<file path="src/rtl/cacheline_adaptor.sv">
// Line-to-burst adaptor: splits 256-bit cache line requests into four
// 64-bit memory beats and reassembles fill beats into a full line.
module cacheline_adaptor (
  input  logic         clk,
  input  logic         rst,
  input  logic         line_read,
  input  logic         line_write,
  input  logic [31:0]  line_address,
  input  logic [255:0] line_wdata,
  output logic         line_resp,
  output logic [255:0] line_rdata,
  output logic         burst_read,
  output logic         burst_write,
  output logic [31:0]  burst_address,
  output logic [63:0]  burst_wdata,
  input  logic         burst_resp,
  input  logic [63:0]  burst_rdata
);

  typedef enum logic [1:0] {
    IDLE,
    READ,
    WRITE,
    DONE
  } state_t;

  state_t       state;
  state_t       state_n;
  logic [1:0]   cnt;
  logic [31:0]  addr_q;
  logic [255:0] wbuf;
  logic [255:0] rbuf;
  logic [255:0] fill_line;
  logic         accept_rd;
  logic         accept_wr;
  logic         last_beat;
  logic         unused_addr_bits;

  assign unused_addr_bits = ^line_address[4:0];
  assign last_beat = burst_resp && (cnt == 2'd3);

  always_ff @(posedge clk or posedge rst) begin
    if (rst) state <= IDLE;
    else     state <= state_n;
  end

  always_comb begin
    state_n   = state;
    accept_rd = 1'b0;
    accept_wr = 1'b0;
    unique case (state)
      IDLE: begin
        if (line_read) begin
          accept_rd = 1'b1;
          state_n   = READ;
        end else if (line_write) begin
          accept_wr = 1'b1;
          state_n   = WRITE;
        end
      end
      READ:    if (last_beat) state_n = DONE;
      WRITE:   if (last_beat) state_n = DONE;
      DONE:    state_n = IDLE;
      default: state_n = IDLE;
    endcase
  end

  // Current line with the incoming beat dropped into its slot
  always_comb begin
    fill_line = rbuf;
    fill_line[{cnt, 6'b0} +: 64] = burst_rdata;
  end

  always_ff @(posedge clk or posedge rst) begin
    if (rst) begin
      cnt        <= 2'd0;
      addr_q     <= 32'd0;
      wbuf       <= 256'd0;
      rbuf       <= 256'd0;
      line_rdata <= 256'd0;
    end else begin
      if (accept_rd || accept_wr) begin
        addr_q <= {line_address[31:5], 5'b0};
        cnt    <= 2'd0;
      end
      if (accept_wr)
        wbuf <= line_wdata;
      if ((state == READ || state == WRITE) && burst_resp)
        cnt <= cnt + 2'd1;
      if (state == READ && burst_resp)
        rbuf <= fill_line;
      if (state == READ && last_beat)
        line_rdata <= fill_line;
    end
  end

  assign burst_read    = (state == READ);
  assign burst_write   = (state == WRITE);
  assign line_resp     = (state == DONE);
  assign burst_address = addr_q;
  assign burst_wdata   = wbuf[{cnt, 6'b0} +: 64];

endmodule

</file>
<file path="config.mk">
export PLATFORM = sky130hd
export DESIGN_NAME = cacheline_adaptor
export DESIGN_NICKNAME = d
export VERILOG_FILES = /design/src/rtl/cacheline_adaptor.sv
export SDC_FILE = /design/constraint.sdc
export NUM_CORES = 2
export LEC_CHECK = 0
export ABC_AREA = 1
export CORE_MARGIN = 1
export CORE_UTILIZATION = 40
export CTS_BUF_LIST = sky130_fd_sc_hd__clkbuf_8
export CTS_CLUSTER_SIZE = 8
export DETAILED_ROUTE_END_ITERATION = 7
export GPL_ROUTABILITY_DRIVEN = 1
export PLACE_DENSITY = 0.66
export SLEW_MARGIN = 10
export SYNTH_ARGS = -nofsm -noshare
export SYNTH_HDL_FRONTEND = slang
export SYNTH_SLANG_ARGS = --single-unit
</file>
<file path="constraint.sdc">
create_clock -name clk -period 32.1 [get_ports clk]
set_input_delay 3.21 -clock clk [delete_from_list [all_inputs] [get_ports clk]]
set_output_delay 3.21 -clock clk [all_outputs]
set_load 0.02 [all_outputs]
</file>
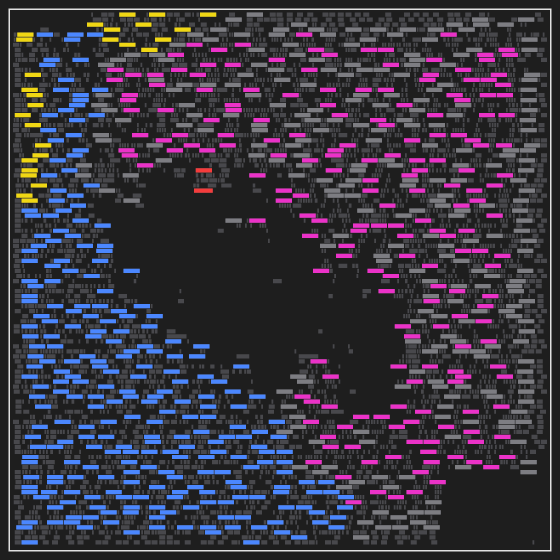
Figure 1: where the registers sit.
Other sequential cells in the stronger gray, the rest of the logic in the fainter gray.
- blue: `wbuf` (flops 256)
- yellow: `burst_address` (flops 27)
- magenta: `rbuf` (flops 192)
- red: `cnt` (flops 2)

==> results.ini <==
[die]
row_count=106
design.core.area_sq_um=83400
die_area_sq_um=85400
pin_count=712
die_x_um=292
nWellTaps=1080

[global_route]
grt_first_pass_wirelength_um=173000
grt_use_total_pct=26.2
antenna_found_initial=19
grt_max_degree=195

[clocking]
cts_root_buf=clkbuf_8
numCtsBuffers=132
insertion_delay_ns=0.79
post_cts_buffers=0
clock_sinks=735
cts_tree=yes
clock_path_buffers=3
ctsResizeCount=0
cts_hold_repair.buffers=0

[setup_path]
r2r-start=cnt[0]
crit_path_start=cnt[0]
critPathRequiredTime_ns=28.89
reg2reg_slack_ns=26.85
worst_path_max_delay_cell=dfrtp_4
crit_path_max_incr_delay_ns=0.74
r2r_cells=8
crit_chain=inv_8 -> buf_12 -> o21ai_0 -> o21ai_0 -> clkdlybuf4s50_1
crit_path_end=burst_wdata[39]
crit_path_start_kind=flop
r2r_end=line_rdata[199]
endpoint_kind=output port
cp.arrival_ns=3.97

[routing]
wirelength_um=112000
antenna_left=0
first_pass_iters=8
vias=30613
drc_errors=0
routed_via_density=4.90

[power_and_ir_drop]
clkPwrFrac_pct=25.1
finalPower_w=0.00349
ir_worst_vdd_uv=61.0
p_int_w=0.00208
swShare_pct=40.4
comb-power_w=0.00132
seq_power_w=0.00129
combPwrFrac_pct=37.9
cellLeakagePower_nw=23.4

[yosys]
simple_gate_share_pct=28.9
synth.cellmix.adderShare_pct=0.372
synth_area_per_cell_sq_um=7.53
ys_seq_share_pct=54.6
logic_family=simple AND/OR/NAND/NOR gates
mux_share_pct=0
yosysChipArea_sq_um=33700
yosys.area.top_type=dfrtp_1
yosys_warnings=0
syn_inst=4475
synth_top_area_share_pct=54.6
synth_area_sq_um=33700
synth_cell_type_count=17
synthMostInstantiatedCell=nand2_1
synth-seq-cells=735
edf_count=0
aoi_share_pct=8.14

[layout]
mi_logic_area_sq_um=12700
clk_share_pct=5.87
seq_cells=735
fillers=8072
syn_to_final_growth_pct=29.9
fin_util_pct=52.4
final_common_cell=nand2_1
logic_gate_count=3091
buf_share_pct=16.7
dominant_cells=registers
mostFrequentLayoutCells=2071 x nand2_1, 734 x dfrtp_1, 701 x clkdlybuf4s50_1, 416 x o21ai_0, 395 x inv_1
num_antenna_cells=14
design_area_sq_um=43700

[final_timing]
finalCritPeriodShare_pct=22.4
hold_viol=0
layout_min_cycle_time_ns=7.18
hold_slack_ns=0.473
setup_slack_ns=24.92
tightest_slew_ns=1.16
slew_violations=0
fmax_mhz=139
setup_viol=0

[placement]
hpwl_um=70800
gp_congestion=0.828

[run_status]
status=completed

[hold_path]
worstHoldEndpoint=line_rdata[34]
min_path_cells=2
min_path_type=flop to flop

[run]
warning_count=63

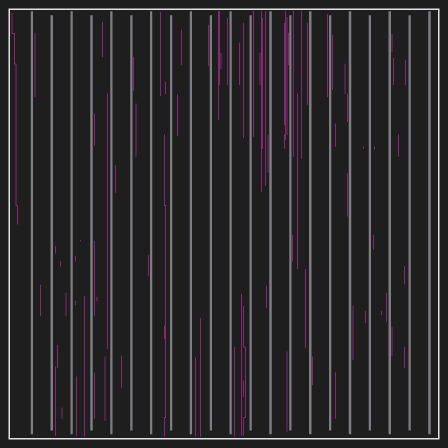
Figure 2: the metal 4 layer.
Supply wires on this layer in gray.
- share of all routed wire: 3.2%
- nets with wire on the layer: 61
- main direction: vertical
- longest straight run: 174 um
- wire length on this layer: 3620 um

-- flip-flops by register name, indices dropped and copies added, names as in the netlist --
name           cells
line_rdata       256
cnt                2
wbuf             256
state              2
burst_address     27
rbuf             192
-- layer usage --
metal	track usage, %	routed length [um]	vias up
met2	41.3	52000	1164
met5	0	80	-
met1	34.4	47200	14367
met3	6.80	9460	189
met4	10.3	3620	12
li1	-	-	14881
-- critical path, delay by kind of cell (launching register included) --
family                 cells  cell delay (ns)
buffers and inverters      3             1.79
DFF                        1             0.74
AOI/OAI and AO/OA          2             0.50
